**config.mk**
```make
export PLATFORM = sky130hd
export DESIGN_NAME = sync_fifo_cbb
export DESIGN_NICKNAME = d
export VERILOG_FILES = /design/src/rtl/sync_fifo_cbb_pkg.sv /design/src/rtl/sdp_ram_cbb.sv /design/src/rtl/sync_fifo_cbb.sv
export SDC_FILE = /design/constraint.sdc
export NUM_CORES = 2
export LEC_CHECK = 0
export CAP_MARGIN = 20
export CORE_MARGIN = 2
export CORE_UTILIZATION = 40
export CTS_CLUSTER_DIAMETER = 80
export DETAILED_ROUTE_END_ITERATION = 6
export HOLD_SLACK_MARGIN = 0.08
export PLACE_DENSITY_LB_ADDON = 0.2
export SYNTH_ARGS = -nofsm -noshare
export SYNTH_HDL_FRONTEND = slang
export SYNTH_MEMORY_MAX_BITS = 65536
export SYNTH_SLANG_ARGS = --single-unit
```
**constraint.sdc**
```tcl
create_clock -name clk_wr -period 3.75 [get_ports clk_wr]
set_clock_uncertainty 0.15 [all_clocks]
set_input_delay 0.75 -clock clk_wr [delete_from_list [all_inputs] [get_ports clk_wr]]
set_output_delay 0.75 -clock clk_wr [all_outputs]
set_load 0.02 [all_outputs]
```
**src/rtl/sync_fifo_cbb_pkg.sv**
```systemverilog
`default_nettype none
// +--------------------------------------------------------------------------+
// | sync_fifo_cbb_pkg -- read-style constants, counter width, pointer compare |
// | Rev 1.0                                                                  |
// +--------------------------------------------------------------------------+
package sync_fifo_cbb_pkg;

  localparam logic [47:0] C_ATTR_NORMAL = "normal";
  localparam logic [47:0] C_ATTR_AHEAD  = {8'h00, "ahead"};
  localparam int unsigned C_ERR_CNT_W   = 16;

  // Pointers carry one wrap bit above the address; only aw+1 bits are compared.
  function automatic logic ptr_is_empty(input logic [31:0] wp, input logic [31:0] rp,
                                        input int unsigned aw);
    logic [31:0] mask;
    mask = (32'd2 << aw) - 32'd1;
    return ((wp ^ rp) & mask) == 32'd0;
  endfunction

  function automatic logic ptr_is_full(input logic [31:0] wp, input logic [31:0] rp,
                                       input int unsigned aw);
    logic [31:0] mask;
    mask = (32'd2 << aw) - 32'd1;
    return ((wp ^ rp) & mask) == (32'd1 << aw);
  endfunction

endpackage
`default_nettype wire

```
**src/rtl/sdp_ram_cbb.sv**
```systemverilog
`default_nettype none
// +--------------------------------------------------------------------------+
// | sdp_ram_cbb -- simple dual-port RAM, registered read, no reset           |
// | Rev 1.0                                                                  |
// +--------------------------------------------------------------------------+
module sdp_ram_cbb #(
  parameter int unsigned DATA_WIDTH = 9,
  parameter int unsigned ADDR_WIDTH = 9
) (
  input  logic                  clk_wr,
  input  logic                  wr_en,
  input  logic [ADDR_WIDTH-1:0] wr_addr,
  input  logic [DATA_WIDTH-1:0] wr_data,
  input  logic                  rd_en,
  input  logic [ADDR_WIDTH-1:0] rd_addr,
  output logic [DATA_WIDTH-1:0] rd_data
);

  logic [DATA_WIDTH-1:0] r_mem [0:(2**ADDR_WIDTH)-1];

  always_ff @(posedge clk_wr) begin
    if (wr_en) r_mem[wr_addr] <= wr_data;
    if (rd_en) rd_data <= r_mem[rd_addr];
  end

endmodule
`default_nettype wire

```
**src/rtl/sync_fifo_cbb.sv**
```systemverilog
`default_nettype none
// +--------------------------------------------------------------------------+
// | sync_fifo_cbb -- single-clock FIFO, "normal"/"ahead" read style.         |
// | Define SYNC_FIFO_CBB_ERR_CNT_EN for ovf_cnt/udf_cnt. Rev 1.0             |
// +--------------------------------------------------------------------------+
module sync_fifo_cbb
  import sync_fifo_cbb_pkg::*;
#(
  parameter int unsigned DATA_WIDTH = 9,
  parameter int unsigned ADDR_WIDTH = 9,
  parameter logic [47:0] FIFO_ATTR  = C_ATTR_NORMAL,
  parameter int unsigned AFULL_TH   = 2**ADDR_WIDTH - 8,
  parameter int unsigned AEMPTY_TH  = 8
) (
  input  logic                  clk_wr,
  input  logic                  wr_reset,
  input  logic                  wen,
  input  logic [DATA_WIDTH-1:0] wdata,
  input  logic                  ren,
  output logic [DATA_WIDTH-1:0] rdata,
  output logic                  full,
  output logic                  empty,
  output logic                  afull,
  output logic                  aempty,
  output logic [ADDR_WIDTH:0]   count,
  output logic                  overflow,
  output logic                  underflow
`ifdef SYNC_FIFO_CBB_ERR_CNT_EN
  ,
  output logic [C_ERR_CNT_W-1:0] ovf_cnt,
  output logic [C_ERR_CNT_W-1:0] udf_cnt
`endif
);

  logic [ADDR_WIDTH:0]   r_wptr, r_rptr;
  logic [ADDR_WIDTH:0]   w_wptr_nxt, w_rptr_nxt, w_count_nxt;
  logic                  w_wr_acc, w_rd_acc;
  logic                  w_ram_rd_en;
  logic [ADDR_WIDTH-1:0] w_ram_rd_addr;
  logic [DATA_WIDTH-1:0] w_ram_q;

  assign w_wr_acc    = wen & ~full;
  assign w_rd_acc    = ren & ~empty;
  assign w_wptr_nxt  = r_wptr + {{ADDR_WIDTH{1'b0}}, w_wr_acc};
  assign w_rptr_nxt  = r_rptr + {{ADDR_WIDTH{1'b0}}, w_rd_acc};
  assign w_count_nxt = w_wptr_nxt - w_rptr_nxt;

  always_ff @(posedge clk_wr or posedge wr_reset) begin
    if (wr_reset) begin
      r_wptr    <= '0;
      r_rptr    <= '0;
      count     <= '0;
      full      <= 1'b0;
      empty     <= 1'b1;
      afull     <= 1'b0;
      aempty    <= 1'b1;
      overflow  <= 1'b0;
      underflow <= 1'b0;
    end else begin
      r_wptr    <= w_wptr_nxt;
      r_rptr    <= w_rptr_nxt;
      count     <= w_count_nxt;
      full      <= ptr_is_full(32'(w_wptr_nxt), 32'(w_rptr_nxt), ADDR_WIDTH);
      empty     <= ptr_is_empty(32'(w_wptr_nxt), 32'(w_rptr_nxt), ADDR_WIDTH);
      afull     <= (32'(w_count_nxt) >= AFULL_TH);
      aempty    <= (32'(w_count_nxt) <= AEMPTY_TH);
      overflow  <= wen & full;
      underflow <= ren & empty;
    end
  end

  sdp_ram_cbb #(
    .DATA_WIDTH (DATA_WIDTH),
    .ADDR_WIDTH (ADDR_WIDTH)
  ) u_ram (
    .clk_wr  (clk_wr),
    .wr_en   (w_wr_acc),
    .wr_addr (r_wptr[ADDR_WIDTH-1:0]),
    .wr_data (wdata),
    .rd_en   (w_ram_rd_en),
    .rd_addr (w_ram_rd_addr),
    .rd_data (w_ram_q)
  );

  generate
    if (FIFO_ATTR == C_ATTR_AHEAD) begin : g_ahead
      logic                  r_byp;
      logic [DATA_WIDTH-1:0] r_byp_data;

      // RAM continuously prefetches the post-update head; a write landing on
      // that slot is read-first in the RAM, so it is forwarded instead.
      assign w_ram_rd_en   = 1'b1;
      assign w_ram_rd_addr = w_rptr_nxt[ADDR_WIDTH-1:0];

      always_ff @(posedge clk_wr or posedge wr_reset) begin
        if (wr_reset) begin
          r_byp      <= 1'b0;
          r_byp_data <= '0;
        end else begin
          r_byp <= w_wr_acc && (r_wptr == w_rptr_nxt);
          if (w_wr_acc) r_byp_data <= wdata;
        end
      end

      assign rdata = empty ? '0 : (r_byp ? r_byp_data : w_ram_q);
    end else begin : g_normal
      logic r_out_vld;

      assign w_ram_rd_en   = w_rd_acc;
      assign w_ram_rd_addr = r_rptr[ADDR_WIDTH-1:0];

      // The RAM output has no reset, so it is masked until the first read.
      always_ff @(posedge clk_wr or posedge wr_reset) begin
        if (wr_reset)      r_out_vld <= 1'b0;
        else if (w_rd_acc) r_out_vld <= 1'b1;
      end

      assign rdata = r_out_vld ? w_ram_q : '0;
    end
  endgenerate

`ifdef SYNC_FIFO_CBB_ERR_CNT_EN
  always_ff @(posedge clk_wr or posedge wr_reset) begin
    if (wr_reset) begin
      ovf_cnt <= '0;
      udf_cnt <= '0;
    end else begin
      if (overflow  && (ovf_cnt != '1)) ovf_cnt <= ovf_cnt + 1'b1;
      if (underflow && (udf_cnt != '1)) udf_cnt <= udf_cnt + 1'b1;
    end
  end
`endif

endmodule
`default_nettype wire

```
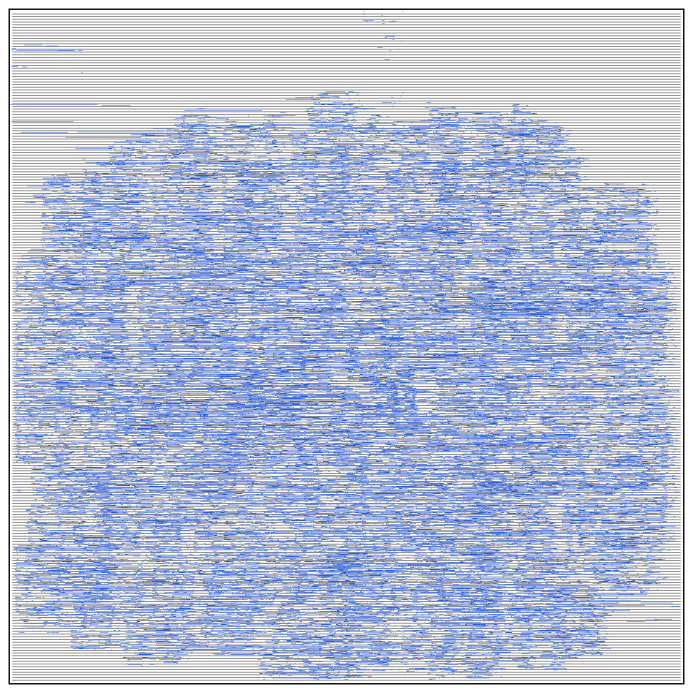
*Metal 1*
(1 px per micron) Supply wires on this layer in grey.
nets with wire on the layer: 8,837
main direction: horizontal
wire length on this layer: 198 mm
longest straight run: 115 microns

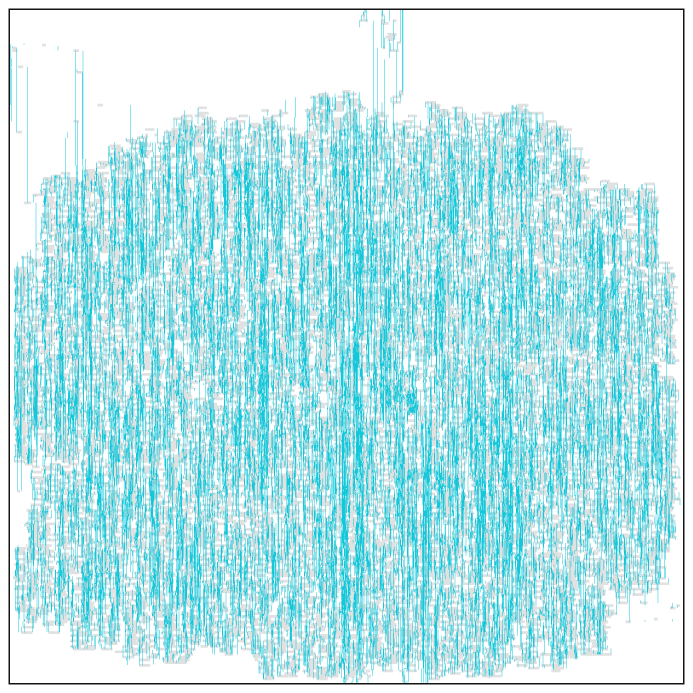
*The metal 2 layer*
(1 px per micron)
share of all routed wire: 50%
wire length on this layer: 236 mm
nets with wire on the layer: 8,218
main direction: vertical
longest straight run: 232 microns

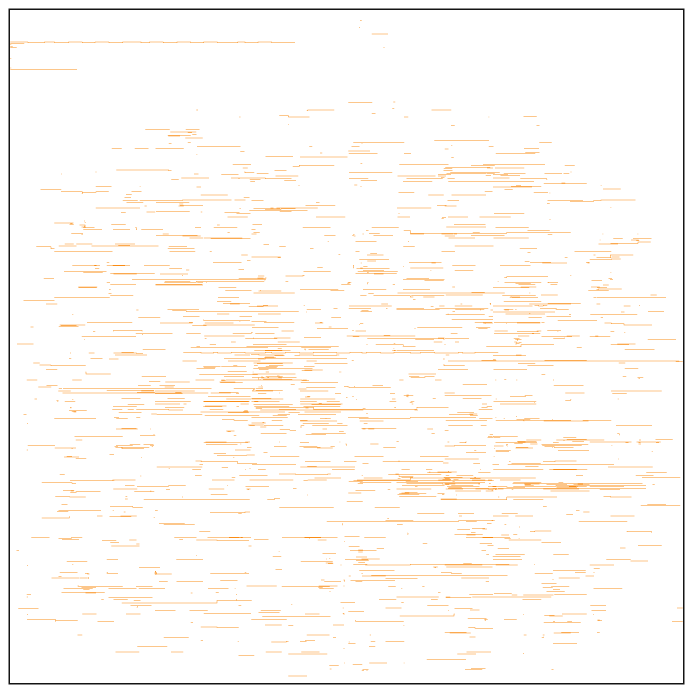
*M3 wires*
(1 px per micron)
longest straight run: 231 microns
nets with wire on the layer: 704
main direction: horizontal

==> Implementation_results.wiki <==
== Metrics ==
{| class="wikitable"
! Metric !! Value
|-
| Yosys stat area || 179,000 sq um
|-
| Post-synth net total || roughly 7.6k
|-
| CP Max Fanout || 7
|-
| Hold violation total from the final report || 0
|-
| DIE AREA || roughly 450,000 sq um
|-
| Pwr dens || 712 nW/um^2
|-
| Internal power component || between 0.1 and 0.15 W
|-
| Nets || between 8k and 9k
|-
| Proportion of power drawn by combinational gates || 31.7%
|-
| Die span in y || 673 microns
|-
| Commonest Layout Cell || edfxtp_1
|-
| Routed length per placed instance || 31.0 microns
|-
| Synthesized area per cell || 23.7 sq um
|-
| Sink count of the clock tree || 4,654
|-
| Max Fclk || 262 MHz
|-
| Register share after synthesis || 78.0%
|-
| Number of antenna-violating nets in the routed design || 0
|-
| Initial detailed-routing violation count || between 9k and 10k
|-
| Data arrival, critical path || roughly 4.4 ns
|-
| Top-Level Pins || 38
|-
| Leading cell types by total area after synthesis || edfxtp_1, mux4_2, nor2_1
|-
| CTS tree || done
|-
| Worst-path clk slew || 0.06 ns
|-
| Post-Route Utilization || 48.0%
|-
| Kind of end point of the critical path || flip-flop
|-
| Detailed-placement wirelength estimate || between 200,000 and 300,000 microns
|-
| Outcome || finished with violations
|-
| Main logic family || multiplexers
|-
| Ys flop type || edfxtp_1
|-
| Cell area after synthesis || 179,000 sq um
|-
| Detail-routed via count per cell || between 5 and 6
|-
| Xor/xnor share || less than 1%
|-
| Sum of negative setup slack || -0.109 ns
|-
| Number of iterations in the first detailed-routing pass || 5
|-
| Area share of the largest cell type after synthesis || between 70% and 80%
|-
| Classification of the worst setup path || reg -> reg
|-
| Clock insertion delay at the later pin of the skew report || 1.00 ns
|-
| Wire length after detailed routing || ~470,000 microns
|-
| Compound Share, Synth || 0.830%
|-
| Yosys Instances || 7,557
|-
| Violated checks || negative setup slack
|-
| Share of power burned in the clock network || between 30% and 40%
|-
| Final count of negative-setup-slack endpoints || 4
|-
| Wire length of the first global-routing pass || 669,000 microns
|-
| OpenROAD warnings || 48
|-
| Lkg Pwr || 68.3 nW
|-
| Pre-CTS setup slack || -0.829 ns
|-
| Final period util || 102%
|-
| Horizontal die dimension || 673 microns
|-
| Number of core rows || 245
|-
| Switching Share || between 20% and 30%
|-
| Total vias in the final route || 85.4k
|-
| Number of distinct standard cells referenced by the synthesized netlist || 53
|-
| Worst min-delay path class || in -> reg
|-
| Final critical-path setup slack || -0.0625 ns
|-
| P_sw || between 0.04 and 0.05 W
|-
| Pre-Place Util || 40.2%
|-
| Number of maximum-capacitance constraint violations || 0
|-
| Global route overflow || 0
|-
| Power, Total || 0.152 W
|-
| DRC violation count after routing || 0
|-
| Count of state elements after synthesis || 4,654
|-
| Worst slew margin relative to its limit || 25.1%
|-
| Max Buffers Root-to-Sink || 4
|-
| Worst Setup Start Kind || flip-flop
|-
| Tmin final || 3.81 ns
|-
| Actual slew at the worst max-slew pin || 1.12 ns
|-
| H-tree level count || 5
|-
| Weighted congestion reported at the end of routability-driven placement || 0.834
|-
| Total Routing Usage GR || 20.6%
|-
| Adder share || 0.106%
|-
| Post-synth EDFFs || between 4k and 5k
|-
| Area growth, synth to finish || 19.4%
|-
| Share of synthesized registers carrying an async set or reset || 0.795%
|-
| Cells after synthesis || 7,557
|-
| Proportion of synthesized area in mux cells || 18.3%
|-
| Initial antenna violation count || 23
|-
| Highest ir drop seen on vdd || 0.397 mV
|-
| Area leader, netlist || edfxtp_1
|-
| Simple-gate share of the synthesized area || under 10%
|-
| Pin count of the biggest net entering global routing || between 100 and 150
|-
| Number of global-route vias before repair || 88.2k
|-
| Total clock buffers created by CTS || between 400 and 500
|-
| Worst path required time || 4.34 ns
|-
| Proportion of layout cells with a drive suffix above 1 || 37.8%
|-
| Port-buffer cells || 37
|-
| Proportion of power drawn by flip-flops and latches || 38.2%
|-
| Clock root buffer || clkbuf_16
|-
| Yosys warns || 0
|-
| RSZ-0062 raised after global routing || true
|-
| Commonest non-fill, non-tap cells in the layout || edfxtp_1, mux4_2, buf_4
|-
| Placeable core region || roughly 450,000 sq um
|-
| Max-slew violations || 0
|}
final timing paths:
check	from	endpoint	slack, ns	cells after the start
worst max register to register	r_rptr[0]	u_ram.rd_data[8]	-0.06	12
max in group asynchronous	wr_reset	r_wptr[2]	2.36	3
worst min register to register	r_wptr[9]	r_wptr[9]	0.37	2
worst min-delay path	wdata[1]	u_ram.r_mem[154][1]	0.19	1
min in group asynchronous	wr_reset	r_wptr[7]	0.44	2
worst max-delay path	r_rptr[0]	u_ram.rd_data[8]	-0.06	12
cell type report:
class                           count  area (sq um)
Tap cell                         5928          7420
Multi-Input combinational cell   2433         38000
Clock buffer                      576         12400
Timing Repair Buffer             1360         13500
Sequential cell                  4654        140000
Antenna cell                       16          40.0
Fill cell                       35927        232000
Inverter                           22          85.1
Clock inverter                    285          2640
routing by layer:
layer	global-route usage [%]	up-vias	part of all wire [%]
li1	-	35174	-
met1	29.0	46912	42
met2	34.4	2718	50
met3	2.60	579	5.7
met4	5.19	0	2.5
met5	0	-	0
critical path, stage by stage, from the launching register on:
cell,delay (ns)
dfrtp_4,0.50
buf_12,0.15
buf_12,0.13
buf_16,0.16
buf_16,0.17
buf_12,0.16
mux4_2,0.47
mux4_2,0.54
mux2i_1,0.16
o211ai_1,0.33
nor4_2,0.36
buf_4,0.22
a31oi_1,0.06
state kept, by name, indices dropped and copies added (netlist names):
register / count
g_normal.r_out_vld: 1
afull: 1
r_wptr: 10
u_ram.rd_data: 9
count: 10
overflow: 1
r_rptr: 10
full: 1
empty: 1
aempty: 1
underflow: 1
u_ram.r_mem: 4608
Yosys cell counts, types with 12 or more instances:
library cell,number
nor2_1,553
buf_2,120
mux4_2,1431
xnor2_1,12
a22o_1,18
xor2_1,12
edfxtp_1,4617
buf_1,44
dfrtp_1,35
clkbuf_1,261
o21ai_0,20
a22oi_1,90
nor3_1,18
nand3_1,13
inv_1,21
nand2_1,54
a21oi_1,48
mux2i_1,45
buf_4,16
and2_1,14
repair_timing:
action                                  in CTS  in global routing
pin swaps                                   17                  9
setup buffers                               45                 16
gates resized                              112                 45
hold buffers                                 4                  0
cloned                                      12                  4
endpoints found under the hold margin       62                  0
endpoints found under the setup margin       9                 10
per-stage QoR:
stage	cell area [sq um]	instances	hold slack [ns]
after floorplan	179000	7557	0.328
after global placement	197000	14319	0.356
after detailed placement	197000	14319	0.361
after CTS	213000	15240	0.140
after global routing	214000	15268	0.164
final	214000	15274	0.193
power groups by stage:
stage / Clock [W] / Sequential [W] / Combinational [W]
finish: 0.0458 / 0.0581 / 0.0482
detailed placement: 0 / 0.0592 / 0.0462
floorplan: 0 / 0.0590 / 0.0266
CTS: 0.0468 / 0.0581 / 0.0483
global placement: 0 / 0.0592 / 0.0461
global route: 0.0487 / 0.0581 / 0.0503
kinds of logic after synthesis:
| logic type | count (synthesis) |
|---|---|
| AND-OR/OR-AND | 216 |
| AND/OR/NAND/NOR | 700 |
| multiplexers | 1477 |
| buffers and inverters | 470 |
| flip-flops | 4654 |
| adder cells (fa/ha/maj) | 15 |
| XOR/XNOR | 25 |
Power and IR drop assume default switching activity.
